==> config.mk <==
export PLATFORM = sky130hd
export DESIGN_NAME = uart_rcv_flat
export DESIGN_NICKNAME = d
export VERILOG_FILES = /design/src/rtl/uart_rcv_if.sv /design/src/rtl/uart_rcv.sv /design/src/flat_wrapper.sv
export SDC_FILE = /design/constraint.sdc
export NUM_CORES = 1
export LEC_CHECK = 0
export CORE_MARGIN = 2
export CORE_UTILIZATION = 55
export DETAILED_ROUTE_END_ITERATION = 12
export GPL_ROUTABILITY_DRIVEN = 0
export PLACE_DENSITY = 0.77
export SYNTH_ARGS = -nofsm -noshare
export SYNTH_HDL_FRONTEND = slang
export SYNTH_SLANG_ARGS = --single-unit
export TNS_END_PERCENT = 30
==> constraint.sdc <==
create_clock -name clk -period 2.3 [get_ports clk]
set_clock_uncertainty 0.2 [all_clocks]
set_input_delay 0.23 -clock clk [delete_from_list [all_inputs] [get_ports clk]]
set_output_delay 0.23 -clock clk [all_outputs]
set_load 0.02 [all_outputs]
==> src/rtl/uart_rcv_if.sv <==
// Byte stream from the UART receiver to its consumer (valid/ready).
// master = receiver side, slave = consumer side.
interface uart_rcv_if;
  logic [7:0] out_data;
  logic       out_valid;
  logic       out_ready;

  modport master (output out_data, output out_valid, input out_ready);
  modport slave  (input out_data, input out_valid, output out_ready);
endinterface

==> src/rtl/uart_rcv.sv <==
// UART receiver: recovers 8N1 frames at WAIT_TIME clocks per bit and hands bytes out
// over valid/ready, with sticky framing and overrun flags.
module uart_rcv #(
  parameter int WAIT_TIME = 16
) (
  input  logic       clk,
  input  logic       rst,
  input  logic       rxd_in,
  input  logic       err_clr,
  uart_rcv_if.master stream,
  output logic       busy,
  output logic       frame_err,
  output logic       overrun
);
  localparam int HALF = WAIT_TIME / 2;
  localparam logic [7:0] HALF_M1 = 8'(HALF - 1);
  localparam logic [7:0] WAIT_M1 = 8'(WAIT_TIME - 1);

  typedef enum logic [2:0] {IDLE, START, DATA, STOP, BREAK} state_t;

  state_t     state_reg;
  logic       sync1_reg;
  logic       rx_s_reg;
  logic       rx_prev_reg;
  logic [7:0] cnt_reg;
  logic [2:0] idx_reg;
  logic [7:0] shift_reg;
  logic [7:0] data_reg;
  logic       valid_reg;
  logic       busy_reg;
  logic       frame_err_reg;
  logic       overrun_reg;
  logic       byte_done;

  // A high line at any point of the stop window completes the byte, so a
  // one-cycle stop from a back-to-back transmitter is accepted.
  assign byte_done = (state_reg == STOP) && rx_s_reg;

  always_ff @(posedge clk) begin
    if (rst) begin
      state_reg     <= IDLE;
      sync1_reg     <= 1'b1;
      rx_s_reg      <= 1'b1;
      rx_prev_reg   <= 1'b1;
      cnt_reg       <= 8'd0;
      idx_reg       <= 3'd0;
      shift_reg     <= 8'd0;
      data_reg      <= 8'd0;
      valid_reg     <= 1'b0;
      busy_reg      <= 1'b0;
      frame_err_reg <= 1'b0;
      overrun_reg   <= 1'b0;
    end else begin
      sync1_reg   <= rxd_in;
      rx_s_reg    <= sync1_reg;
      rx_prev_reg <= rx_s_reg;

      // Clear first so that an error raised in the same cycle still sticks.
      if (err_clr) begin
        frame_err_reg <= 1'b0;
        overrun_reg   <= 1'b0;
      end

      case (state_reg)
        IDLE: begin
          if (rx_prev_reg && !rx_s_reg) begin
            state_reg <= START;
            cnt_reg   <= 8'd0;
            busy_reg  <= 1'b1;
          end
        end
        START: begin
          if (cnt_reg == HALF_M1) begin
            cnt_reg <= 8'd0;
            if (rx_s_reg) begin
              state_reg <= IDLE;
              busy_reg  <= 1'b0;
            end else begin
              state_reg <= DATA;
              idx_reg   <= 3'd0;
            end
          end else begin
            cnt_reg <= cnt_reg + 8'd1;
          end
        end
        DATA: begin
          if (cnt_reg == WAIT_M1) begin
            shift_reg[idx_reg] <= rx_s_reg;
            cnt_reg            <= 8'd0;
            if (idx_reg == 3'd7) begin
              state_reg <= STOP;
              idx_reg   <= 3'd0;
            end else begin
              idx_reg <= idx_reg + 3'd1;
            end
          end else begin
            cnt_reg <= cnt_reg + 8'd1;
          end
        end
        STOP: begin
          if (rx_s_reg) begin
            state_reg <= IDLE;
            busy_reg  <= 1'b0;
          end else if (cnt_reg == WAIT_M1) begin
            state_reg     <= BREAK;
            frame_err_reg <= 1'b1;
          end else begin
            cnt_reg <= cnt_reg + 8'd1;
          end
        end
        BREAK: begin
          if (rx_s_reg) begin
            state_reg <= IDLE;
            busy_reg  <= 1'b0;
          end
        end
        default: begin
          state_reg <= IDLE;
          busy_reg  <= 1'b0;
        end
      endcase

      if (byte_done) begin
        if (!valid_reg || stream.out_ready) begin
          data_reg  <= shift_reg;
          valid_reg <= 1'b1;
        end else begin
          overrun_reg <= 1'b1;
        end
      end else if (valid_reg && stream.out_ready) begin
        valid_reg <= 1'b0;
      end
    end
  end

  assign stream.out_data  = data_reg;
  assign stream.out_valid = valid_reg;
  assign busy             = busy_reg;
  assign frame_err        = frame_err_reg;
  assign overrun          = overrun_reg;
endmodule
==> src/flat_wrapper.sv <==
// flat-port wrapper written by rule: the top's interface ports become plain ports
module uart_rcv_flat 
#(
  parameter int WAIT_TIME = 16
)
  (clk, rst, rxd_in, err_clr, busy, frame_err, overrun, stream_out_data, stream_out_valid, stream_out_ready);
  uart_rcv_if stream_i ();
  input  logic clk;
  input  logic rst;
  input  logic rxd_in;
  input  logic err_clr;
  output logic busy;
  output logic frame_err;
  output logic overrun;
  output wire logic [$bits(stream_i.out_data)-1:0] stream_out_data;
  output wire logic [$bits(stream_i.out_valid)-1:0] stream_out_valid;
  input wire logic [$bits(stream_i.out_ready)-1:0] stream_out_ready;
  assign stream_out_data = stream_i.out_data;
  assign stream_out_valid = stream_i.out_valid;
  assign stream_i.out_ready = stream_out_ready;
  uart_rcv #(.WAIT_TIME(WAIT_TIME)) u_core (.clk(clk), .rst(rst), .rxd_in(rxd_in), .err_clr(err_clr), .stream(stream_i), .busy(busy), .frame_err(frame_err), .overrun(overrun));
endmodule
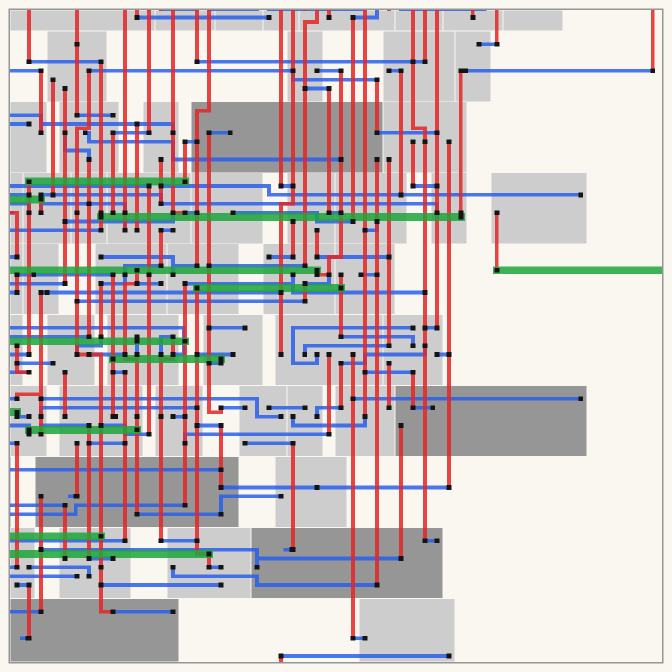
Figure 1: run 1, zoomed window.
Window x 34 to 59, y 3 to 28 µm. Cells in gray, sequential cells in the stronger gray; small squares are vias.
[green] metal 3
[blue] metal 1
[red] metal 2
most frequent: buf_4 (5), dfxtp_1 (4)
netlist names of flops here include: u_core.state_reg (3)
sequential cells in the window: 5
cells with their middle in the window: 42

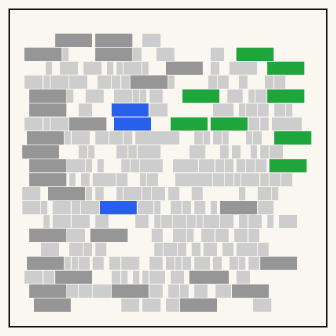
Figure 2: run 1, sequential cells grouped by signal name.
[green] u_core.cnt_reg | flops: 8
[blue] u_core.idx_reg | flops: 3

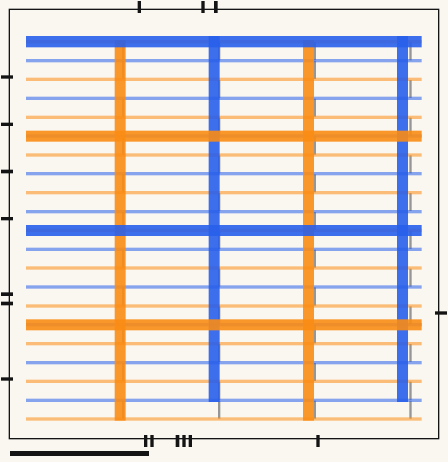
Figure 3: run 1, floorplan with the power grid.
The bar under the picture is 20 µm long. Pins as bars on the die edge. Tap cells in gray.
[blue] VDD
[orange] VSS
met1 rails: 21
tap cells: 44
horizontal die dimension: 61.7 µm
core region area: 3100 µm²
height of the die: 61.7 µm
Worst IR Drop VDD: 0.000471 V

==> impl_results.rst, run 1 <==
Synthesis and place-and-route
=============================

.. list-table::
   :header-rows: 1

   * - Metric
     - Value
   * - Total power
     - 1.17 mW
   * - Registers
     - 37
   * - Number of cells in the yosys synthesis report
     - 212
   * - Hold_ws
     - around 0.22 ns
   * - Dominant synthesized flop cell
     - sky130_fd_sc_hd__dfxtp_1
   * - Mapped Cells
     - approximately 210
   * - Clock Latency Late Sink
     - between 0.3 and 0.4 ns
   * - Count of warnings emitted by yosys
     - 0
   * - Area fraction of the dominant cell type after synthesis
     - 0.405
   * - Endpoint of the lowest-slack register-to-register path
     - u_core.cnt_reg[6]$_SDFFE_PP0P_
   * - Launching instance or port of the critical path
     - u_core.cnt_reg[0]$_SDFFE_PP0P_
   * - Share of the clock period used by the worst path
     - 0.928
   * - Number of logic gates
     - ~160
   * - Count of final setup violators
     - 0
   * - Routed length per placed instance
     - approximately 14 µm
   * - Relative max-transition margin
     - 0.665
   * - Largest stage delay, worst path
     - between 0.5 and 0.6 ns
   * - Cell total after placement
     - between 200 and 300
   * - Fraction of registers with async set or reset after synthesis
     - 0
   * - Final Non-Filler Cells
     - 277
   * - Clock sinks
     - 37
   * - Final Max Slew Viols
     - 0
   * - Post-CTS Setup Inserts
     - 0
   * - Placement Setup Slack
     - about 0.13 ns
   * - TritonCTS clock tree
     - built
   * - Total area of multi-input combinational cells
     - 1010 µm²
   * - Cell type contributing the most total cell area after synthesis
     - sky130_fd_sc_hd__dfxtp_1
   * - Crit-path slowest cell
     - sky130_fd_sc_hd__or4b_1
   * - Clock share of power
     - 0.289
   * - Most frequent standard cell in the layout excluding fill and tap cells
     - sky130_fd_sc_hd__dfxtp_1
   * - Post-layout net count
     - about 240
   * - Pre-Place Util
     - 0.590
   * - Global router's overall resource usage
     - 0.226
   * - Switching share of power
     - 0.285
   * - Sequential share of the synthesized area
     - 0.405
   * - Distinct lib cells
     - 48
   * - Post-cts hold buffer count
     - 0
   * - Power dissipated by switching net loads
     - 334 µW
   * - Max-cap check violation count
     - 0
   * - Combinational group share of total power
     - 0.131
   * - Final count of hold timing violations
     - 0
   * - Run status
     - complete, no violations
   * - Logic share of the area
     - 0.478
   * - Clock buffer count in the final layout
     - 5
   * - Detailed Place HPWL
     - between 2000 and 3000 µm
   * - Final standard cell area without fillers
     - 2120 µm²
   * - Leftover overflow at the end of global routing
     - 0
   * - Chip footprint
     - 3810 µm²
==> run 1: cells by family (layout without fill, tap and decap cells) <==
logic type / Yosys count / after routing / synth area share
compound gates: 41 / 41 / 0.146
fa+ha+maj: 3 / 3 / 0.0205
buf+inv: 19 / 40 / 0.0451
flops: 37 / 37 / 0.405
mux: 15 / 15 / 0.0820
simple gates: 97 / 97 / 0.301
==> run 1: per-layer routing <==
metal  vias up  routed length (µm)  global-route usage
met1       741                1680               0.276
met2        54                1900               0.377
met5         -                   0                   0
li1        797                   -                   -
met4         0                  45              0.0881
met3         5                 222              0.0642
==> run 2: changes to the inputs <==
CORE_MARGIN = 8   (was 2)
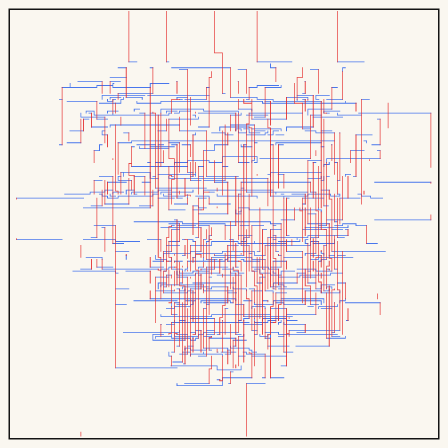
Figure 4: run 2, metal layers overlaid.
Two of the layers only.
[blue] metal 1 | wire length: 1720 µm
[red] metal 2 | wire length: 1740 µm

==> run 2 against run 1 <==
Compared with the run above:
- cell count unchanged
- fmax decreased by 2.1%
- highest routed layer unchanged
- hold slack improved by 0.0020 ns
- first-iteration DRC count increased by 13%
- register-to-register slack got worse by 0.05 ns
- sequential power decreased by 0.7%
- critical path type unchanged
==> impl_results.rst, run 2 <==
Synthesis and place-and-route
=============================

.. list-table::
   :header-rows: 1

   * - Metric
     - Value
   * - Run status
     - complete, no violations
   * - Final standard cell area without fillers
     - 2140 µm² (+0.65%)
   * - Dominant combinational cell family by area after synthesis
     - simple AND/OR/NAND/NOR gates
   * - Placement Setup Slack
     - 0.126 ns (-0.00375 ns)
   * - Relative max-transition margin
     - 0.721 (+0.0568)
   * - Launching instance or port of the critical path
     - u_core.cnt_reg[0]$_SDFFE_PP0P_
   * - Met1 track demand over resource
     - 0.191 (-0.0845)
   * - Global router's overall resource usage
     - 0.156 (-0.0700)
   * - Detailed-routed wire length on met2
     - 1740 µm (-8.7%)
   * - Clock Latency Late Sink
     - 0.33 ns (-0.02 ns)
   * - Horizontal die dimension
     - 73.7 µm (+19%)
   * - Clock sinks
     - 37 (unchanged)
   * - Post-CTS Setup Inserts
     - 0 (unchanged)
   * - Largest stage delay, worst path
     - 0.53 ns (+0.02 ns)
   * - Count of warnings emitted by yosys
     - 0 (unchanged)
   * - Share of the clock period used by the worst path
     - 0.948 (+0.0204)
   * - Routed length per placed instance
     - 13.8 µm (-0.80%)
   * - Dominant synthesized flop cell
     - sky130_fd_sc_hd__dfxtp_1
   * - Combinational group share of total power
     - 0.119 (-0.012)
   * - Top layer reached by signal wires
     - met4
   * - Cell type contributing the most total cell area after synthesis
     - sky130_fd_sc_hd__dfxtp_1
   * - XOR Share, Synth
     - 0 (unchanged)
   * - Chip footprint
     - 5430 µm² (+43%)
   * - Endpoint of the lowest-slack register-to-register path
     - u_core.cnt_reg[6]$_SDFFE_PP0P_
   * - Height of the die
     - 73.7 µm (+19%)
   * - Max-cap check violation count
     - 0 (unchanged)
   * - Number of cells in the yosys synthesis report
     - 212 (unchanged)
   * - Crit-path slowest cell
     - sky130_fd_sc_hd__or4b_1
-- run 2: cell types whose count changed in the layout (fill, tap and decap cells not counted), sizes merged --
| cell | before | now |
|---|---|---|
| bufinv | 0 | 1 |
| buf | 10 | 9 |
| clkinv | 2 | 1 |
| clkinvlp | 1 | 0 |
-- run 2: area by class of cell --
| class | instances | area, µm² | share of cell area |
|---|---|---|---|
| multi-input cells | 156 | 1020 | 0.475 |
| flip-flops and latches | 37 | 742 | 0.347 |
| repair buffers | 25 | 228 | 0.106 |
| well taps | 46 | 57.6 | 0.0269 |
| clock buffers | 5 | 37.5 | 0.0176 |
| clock inverters | 2 | 35.0 | 0.0164 |
| inverters | 6 | 22.5 | 0.0105 |
Power figures rest on the tool's default switching activity, not on a simulated workload.
